$ cat config.mk
export PLATFORM = sky130hd
export DESIGN_NAME = mem_arbiter
export DESIGN_NICKNAME = d
export VERILOG_FILES = /design/src/rtl/mem_arbiter_pkg.sv /design/src/rtl/mem_arbiter.sv
export SDC_FILE = /design/constraint.sdc
export NUM_CORES = 1
export LEC_CHECK = 0
export CORE_ASPECT_RATIO = 0.7
export CORE_MARGIN = 10
export CORE_UTILIZATION = 50
export DETAILED_ROUTE_END_ITERATION = 8
export HOLD_SLACK_MARGIN = 0.02
export MAX_ROUTING_LAYER = met4
export PLACE_DENSITY = 0.8
export SYNTH_ARGS = -nofsm -noshare
export SYNTH_HDL_FRONTEND = slang
export SYNTH_SLANG_ARGS = --single-unit
$ cat constraint.sdc
create_clock -name clk -period 3.8 [get_ports clk]
set_input_delay 0.38 -clock clk [delete_from_list [all_inputs] [get_ports clk]]
set_output_delay 0.38 -clock clk [all_outputs]
set_load 0.02 [all_outputs]
$ cat src/rtl/mem_arbiter_pkg.sv
// Shared constants for the memory arbiter: widths, FSM states, access-width codes
// and the byte counts they map to.
package mem_arbiter_pkg;

    localparam int unsigned AddrW  = 32;
    localparam int unsigned InstrW = 32;

    typedef enum logic [2:0] {
        StIdle,
        StIread,
        StDread,
        StDwrite,
        StDone
    } state_t;

    localparam logic [1:0] WidthByte = 2'd0;
    localparam logic [1:0] WidthHalf = 2'd1;
    localparam logic [1:0] WidthWord = 2'd2;

    localparam logic [2:0] NBytesByte = 3'd1;
    localparam logic [2:0] NBytesHalf = 3'd2;
    localparam logic [2:0] NBytesWord = 3'd4;

    // Number of RAM bytes touched by an access; the unused code 3 is treated as a word.
    function automatic logic [2:0] width_nbytes(input logic [1:0] width);
        unique case (width)
            WidthByte: width_nbytes = NBytesByte;
            WidthHalf: width_nbytes = NBytesHalf;
            WidthWord: width_nbytes = NBytesWord;
            default:   width_nbytes = NBytesWord;
        endcase
    endfunction

endpackage

$ cat src/rtl/mem_arbiter.sv
// Arbiter between instruction fetch and data load/store onto a byte-wide RAM.
// Multi-byte accesses are serialised little-endian, one byte per cycle.
// Option: define MEM_ARBITER_ROUND_ROBIN_EN to alternate grants when both sides
// are pending; otherwise data requests always beat fetches.
module mem_arbiter
    import mem_arbiter_pkg::*;
(
    input  logic              clk,
    input  logic              rst,
    input  logic              instruction_read_flag,
    input  logic [AddrW-1:0]  instruction_read_address,
    output logic              instruction_flag,
    output logic [AddrW-1:0]  instruction_read_address_o,
    output logic [InstrW-1:0] instruction,
    input  logic              data_read_flag,
    input  logic              data_write_flag,
    input  logic [AddrW-1:0]  data_address,
    input  logic [1:0]        data_width,
    input  logic [31:0]       data_write,
    output logic              data_done,
    output logic [31:0]       data_read,
    output logic [AddrW-1:0]  mem_a,
    output logic [7:0]        mem_dout,
    output logic              mem_wr,
    input  logic [7:0]        mem_din
);

    state_t           state_q;
    logic [AddrW-1:0] base_q;
    logic [31:0]      wdata_q;
    logic [31:0]      rdata_q;
    logic [2:0]       cnt_q;
    logic [2:0]       nbytes_q;
    logic             is_data_q;

    logic        data_req;
    logic        grant_data;
    logic [2:0]  cnt_inc;
    logic [1:0]  rd_idx;
    logic [31:0] rdata_next;
    logic [7:0]  wbyte_next;

    assign data_req = data_read_flag | data_write_flag;
    assign cnt_inc  = cnt_q + 3'd1;

`ifdef MEM_ARBITER_ROUND_ROBIN_EN
    // Set when the most recent grant went to the data side.
    logic last_data_q;
    assign grant_data = data_req & (~instruction_read_flag | ~last_data_q);
`else
    assign grant_data = data_req;
`endif

    // Merge the byte returned for address base+c-1 into the assembled read word.
    always_comb begin
        rd_idx     = 2'(cnt_q - 3'd1);
        rdata_next = rdata_q;
        if (cnt_q != 3'd0) begin
            rdata_next = rdata_q | (32'(mem_din) << {rd_idx, 3'b000});
        end
        wbyte_next = 8'(wdata_q >> {cnt_inc[1:0], 3'b000});
    end

    // Arbitration, byte sequencing and registered outputs.
    always_ff @(posedge clk or negedge rst) begin
        if (!rst) begin
            state_q                    <= StIdle;
            base_q                     <= '0;
            wdata_q                    <= '0;
            rdata_q                    <= '0;
            cnt_q                      <= '0;
            nbytes_q                   <= '0;
            is_data_q                  <= 1'b0;
            instruction_flag           <= 1'b0;
            instruction_read_address_o <= '0;
            instruction                <= '0;
            data_done                  <= 1'b0;
            data_read                  <= '0;
            mem_a                      <= '0;
            mem_dout                   <= '0;
            mem_wr                     <= 1'b0;
`ifdef MEM_ARBITER_ROUND_ROBIN_EN
            last_data_q                <= 1'b0;
`endif
        end else begin
            // Completion pulses and RAM strobes are single-cycle unless re-driven below.
            instruction_flag           <= 1'b0;
            instruction_read_address_o <= '0;
            instruction                <= '0;
            data_done                  <= 1'b0;
            data_read                  <= '0;
            mem_a                      <= '0;
            mem_dout                   <= '0;
            mem_wr                     <= 1'b0;
            unique case (state_q)
                StIdle: begin
                    cnt_q   <= '0;
                    rdata_q <= '0;
                    if (grant_data) begin
                        base_q    <= data_address;
                        wdata_q   <= data_write;
                        nbytes_q  <= width_nbytes(data_width);
                        is_data_q <= 1'b1;
`ifdef MEM_ARBITER_ROUND_ROBIN_EN
                        last_data_q <= 1'b1;
`endif
                        if (data_read_flag) begin
                            state_q <= StDread;
                        end else begin
                            // First store byte goes out together with acceptance.
                            state_q  <= StDwrite;
                            mem_a    <= data_address;
                            mem_dout <= data_write[7:0];
                            mem_wr   <= 1'b1;
                        end
                    end else if (instruction_read_flag) begin
                        base_q    <= instruction_read_address;
                        nbytes_q  <= NBytesWord;
                        is_data_q <= 1'b0;
                        state_q   <= StIread;
`ifdef MEM_ARBITER_ROUND_ROBIN_EN
                        last_data_q <= 1'b0;
`endif
                    end
                end
                StIread, StDread: begin
                    if (cnt_q == nbytes_q) begin
                        state_q <= StDone;
                        if (is_data_q) begin
                            data_done <= 1'b1;
                            data_read <= rdata_next;
                        end else begin
                            instruction_flag           <= 1'b1;
                            instruction                <= rdata_next;
                            instruction_read_address_o <= base_q;
                        end
                    end else begin
                        mem_a   <= base_q + AddrW'(cnt_q);
                        rdata_q <= rdata_next;
                        cnt_q   <= cnt_inc;
                    end
                end
                StDwrite: begin
                    if (cnt_inc == nbytes_q) begin
                        state_q   <= StDone;
                        data_done <= 1'b1;
                    end else begin
                        mem_a    <= base_q + AddrW'(cnt_inc);
                        mem_dout <= wbyte_next;
                        mem_wr   <= 1'b1;
                    end
                    cnt_q <= cnt_inc;
                end
                StDone: begin
                    state_q <= StIdle;
                    cnt_q   <= '0;
                end
                default: begin
                    state_q <= StIdle;
                end
            endcase
        end
    end

endmodule

==> flow_summary.yaml, run 1 <==
# physical design summary
sta:
  finalHoldViolCount: 0
  finalCriticalPeriod_ns: 3.16
  drv_slew: 0
  hold_ws_ns: 0.392
  fin_skew_ns: 0.0243
  worst_slack_ns: 0.639
  fmax_mhz: 316
  final.setup.tns_ns: 0
  setup_violations: 0
die:
  chipArea_um2: 27600
  initCoreUtil: 0.511
  ios: 250
  core_um2: 20800
setup_path:
  critPathBufInv: 2
  worstPathRequired_ns: 4.21
  cp-startpoint: "cnt_q[1]"
  slowest_stage: "dfrtp_1"
  worst-path-stages: 10
  critPathKind: "reg2reg"
  path_max_fanout: 6
  start_kind: "flip-flop"
  r2r-end: "mem_a[22]"
  timing.reg2reg.setup_slack_ns: 0.64
  arrival_ns: 3.57
detailed_routing:
  drcViolationCount: 0
  wl_um: 31700
  drt-pass1-iter-count: 7
  vias_per_cell: 5.52
  wl_met1_um: 14800
  ant_nets: 0
place:
  gp_congestion: 0.921
  place_ws_ns: 0.689
  dp_hpwl_um: 23200
  placed_area_um2: 13400
grt:
  met2_usage: 0.326
  gr-usage-met1: 0.328
  antenna_found_initial: 0
  grt_pass1_wl_um: 49800
synthesis:
  ys_top_cells_by_area: "dfrtp_1, nand2_1, nor2_1"
  netlist_instances: 1032
  synth-main-ff-cell: "dfrtp_1"
  mux_share: 0.0480
  ys_cells: 1032
  fp_nets: 1153
  synth_area_per_cell_um2: 10.3
  synth-seq-area-share: 0.576
  ys_seq_elements: 245
  yosys_area_um2: 10600
  synthesis.area_um2: 10600
  simple_gate_share: 0.167
  synth_cell_types: 51
  synthAdderAreaFrac: 0.0132
  top_cells_by_count: "dfrtp_1, nand2_1, nor2_1"
  xor_area_frac: 0.0384
finish:
  sh_seq_area: 0.432
  finalInstanceArea_um2: 14200
  seq_area_um2: 6130
  drive_above_1_share: 0.0710
  nClkBuffers: 33
  fin_nets: 1372
  clock_area_frac: 0.0588
  seq_cells: 245
  num-nonclk-buffers: 272
  area_growth_pct: 33.5
  layout.cells.non_filler: 1544
  buffer_area_frac: 0.190
  sh_comb_area: 0.292
  comb_area_um2: 4150
power_and_ir_drop:
  fin_total_pwr_mw: 10.7
  powerDensity_nw_per_um2: 756
clocking:
  cts_resized: 0
  cts_tree: "done"
  post_cts_buffers: 0
  clkSlewWorstSetupHoldPaths_ns: 0.07
  cts_root_buf: "clkbuf_16"
  postCtsHoldBufs: 1
  cts_max_level: 1
  clock_sinks: 245
hold_path:
  min_path_cells: 3
  min_from: "data_write[30]"
  hold_end: "wdata_q[30]"
run_status:
  status: "completed"
flow_run:
  warnings: 28
  cap_violations: 0
==> run 1: layout by cell type, fill, tap and decap left out, drive strengths merged, types with 3 or more instances in the layout <==
master / n
clkinv: 5
ha: 8
a22o: 13
xor2: 17
nor4: 3
nor2b: 8
xnor2: 27
nand2b: 5
bufinv: 3
o21ai: 52
nand3: 19
mux2i: 33
o221ai: 9
a21oi: 82
nor2: 127
o31ai: 3
clkbuf: 33
inv: 12
o22ai: 6
buf: 23
a22oi: 14
mux4: 8
dfrtp: 245
a211oi: 3
and3: 7
and2: 37
clkdlybuf4s50: 248
nor3: 12
a221o: 14
nand4: 17
nand2: 156
==> run 1: power by group <==
part | switching (mW) | total, mW | internal, mW
registers | 0.714 | 4.05 | 3.34
clock network | 0.996 | 2.48 | 1.48
logic | 2.47 | 4.20 | 1.73
total | 4.18 | 10.7 | 6.56
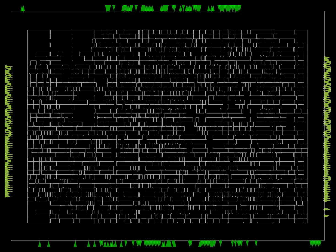
*Placed standard cells, run 1*
Fillers: 1,592
Final Util: 0.683

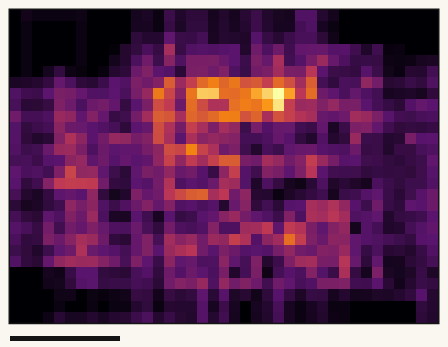
*Wire density map, run 1*
The bar under the picture is 50 µm long. The die is cut into 39 by 28 equal tiles; black is low, pale yellow is high, scaled to the fullest tile. Values are wire area over tile area, all layers added.
- nearly empty tiles: 9.8%
- emptiest ninth of the die: top left
- mean over tiles: 0.19

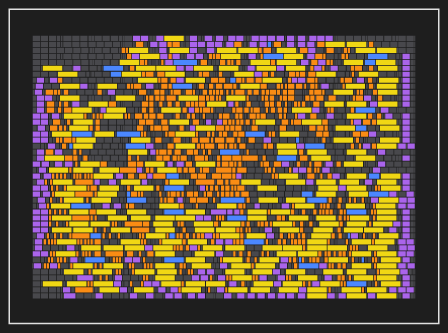
*Placed cells, one color a class, run 1*
Fill, decap, tap and diode cells in gray.
- all other logic: orange (cells 708; share of their area 30%)
- flip-flops: yellow (cells 245; share of their area 44%)
- clock drivers and dummy loads: blue (cells 43; share of their area 6.0%)
- other buffers and delay cells: purple (cells 272; share of their area 19%)

==> run 1 -> run 2 <==
- clock period: 3.8 -> 3.15 ns (I/O delays scaled with it)
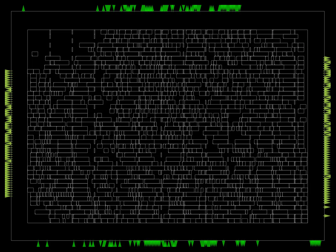
*Placed standard cells, run 2*
final instance count without filler cells: 1,556
site row count: 44
seq_cells: 245

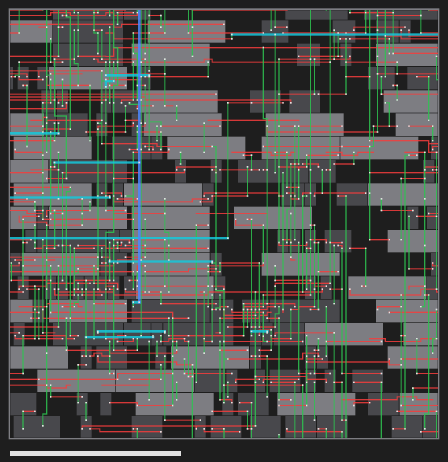
*Layout detail, run 2*
The bar under the picture is 20 µm long. Window x 24 to 74, y 11 to 61 µm. Cells in gray, sequential cells in the stronger gray; small squares are vias.
- met3: cyan
- met1: red
- met4: blue
- met2: green
- netlist names of flops here include: wdata_q (23), mem_dout (7), rdata_q (4)
- cells with their middle in the window: 143
- sequential cells in the window: 37
- most frequent: nand2_1 (59), dfrtp_1 (37), clkdlybuf4s50_1 (17)

==> run 2 against run 1 <==
Via count increased by 1.5%. Routed wire length about the same. Register-to-register slack got worse by 0.48 ns. Clock-buffer cell count decreased by 3. Synthesized cell count unchanged. Largest cell class unchanged. Largest power group unchanged.
==> flow_summary.yaml, run 2 <==
# physical design summary
detailed_routing:
  wl_um: 31700
  wire_per_inst_um: 20.3
  vias_per_cell: 5.56
  dr.max_layer_used: "met4"
  ant_nets: 0
  wl_met1_um: 15000
  drcViolationCount: 0
  drt-pass1-iter-count: 7
setup_path:
  slowest_stage: "nor3_1"
  crit_family: "simple AND/OR/NAND/NOR gates"
  critPathKind: "reg2reg"
  critPathBufInv: 1
  start_kind: "flip-flop"
  r2r-start: "cnt_q[1]"
  path_max_fanout: 5
  arrival_ns: 3.39
  cp-startpoint: "cnt_q[1]"
  worstPathRequired_ns: 3.55
clocking:
  postCtsHoldBufs: 1
  cts_root_buf: "clkbuf_16"
  cts_tree: "done"
  clock_sinks: 245
  cts_max_level: 1
  post_cts_buffers: 0
  clkSlewWorstSetupHoldPaths_ns: 0.06
  cts_resized: 0
synthesis:
  synth-seq-area-share: 0.576
  xor_area_frac: 0.0384
  mux_share: 0.0480
  synth_area_per_cell_um2: 10.3
  ys_seq_elements: 245
  synth-main-ff-cell: "dfrtp_1"
  fp_nets: 1153
  yosys_area_um2: 10600
  ys_cells: 1032
  simple_gate_share: 0.167
  synthesis.area_um2: 10600
  synthAdderAreaFrac: 0.0132
  top_cells_by_count: "dfrtp_1, nand2_1, nor2_1"
  netlist_instances: 1032
  ys_top_cells_by_area: "dfrtp_1, nand2_1, nor2_1"
  synth_cell_types: 51
sta:
  worst_slack_ns: 0.160
  fin_skew_ns: 0.0177
  setup_violations: 0
  final.setup.tns_ns: 0
  finalCriticalPeriod_ns: 2.99
  drv_slew: 0
  hold_ws_ns: 0.328
  fmax_mhz: 334
  worst_pin_slew_ns: 0.794
die:
  tap_cells: 276
  chipArea_um2: 27600
  ios: 250
  initCoreUtil: 0.511
  core_um2: 20800
place:
  place_ws_ns: 0.135
  dp_hpwl_um: 23200
  placed_area_um2: 13500
  gp_congestion: 0.935
finish:
  area_growth_pct: 34.9
  seq_area_um2: 6130
  sh_seq_area: 0.427
  drive_above_1_share: 0.0790
  fillCellCount: 1529
  lay_top_cells: "clkdlybuf4s50_1, dfrtp_1, nand2_1"
  clock_area_frac: 0.0613
  finalInstanceArea_um2: 14400
  layout_top_cell: "clkdlybuf4s50_1"
  nClkBuffers: 30
  fin_nets: 1381
  final_util: 0.690
  num-nonclk-buffers: 281
  sh_comb_area: 0.290
  comb_area_um2: 4160
  buffer_area_frac: 0.194
grt:
  grt_pass1_wl_um: 49200
  antenna_found_initial: 2
  gr-usage-met1: 0.337
  met2_usage: 0.315
power_and_ir_drop:
  powerDensity_nw_per_um2: 917
  fin_total_pwr_mw: 13.2
flow_run:
  warnings: 30
  cap_violations: 0
run_status:
  status: "completed"
hold_path:
  min_from: "data_write[30]"
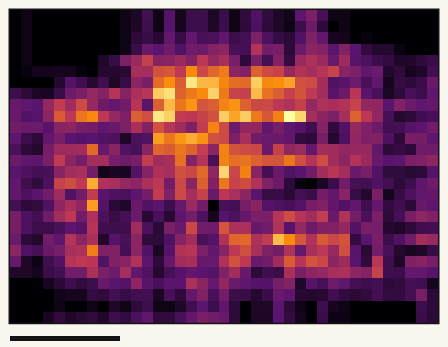
*Wire density map, run 2*
The bar under the picture is 50 µm long. The die is cut into 39 by 28 equal tiles; black is low, pale yellow is high, scaled to the fullest tile. Values are wire area over tile area, all layers added.
- fullest tile: 0.66
- emptiest ninth of the die: top left
- nearly empty tiles: 10%
- mean over tiles: 0.19
- tiles over half the peak: 14%

run 2: report_power, final:
group / leakage, nW / internal, mW / total (mW) / switching, mW
logic: 2.62 / 2.15 / 5.15 / 3.00
registers: 3.26 / 4.03 / 4.88 / 0.852
clock network: 0.426 / 1.92 / 3.14 / 1.22
total: 6.30 / 8.10 / 13.2 / 5.07
run 2: worst paths after layout:
kind	to	slack, ns	cells after the start
hold / removal	wdata_q[30]	0.33	3
max in group asynchronous	base_q[13]	1.92	3
setup / recovery	mem_a[24]	0.16	10
setup reg to reg	mem_a[24]	0.16	10
hold reg to reg	wdata_q[18]	0.47	2
min in group asynchronous	wdata_q[22]	0.43	2
No activity file was given, so power comes from the tool's default toggle rates.
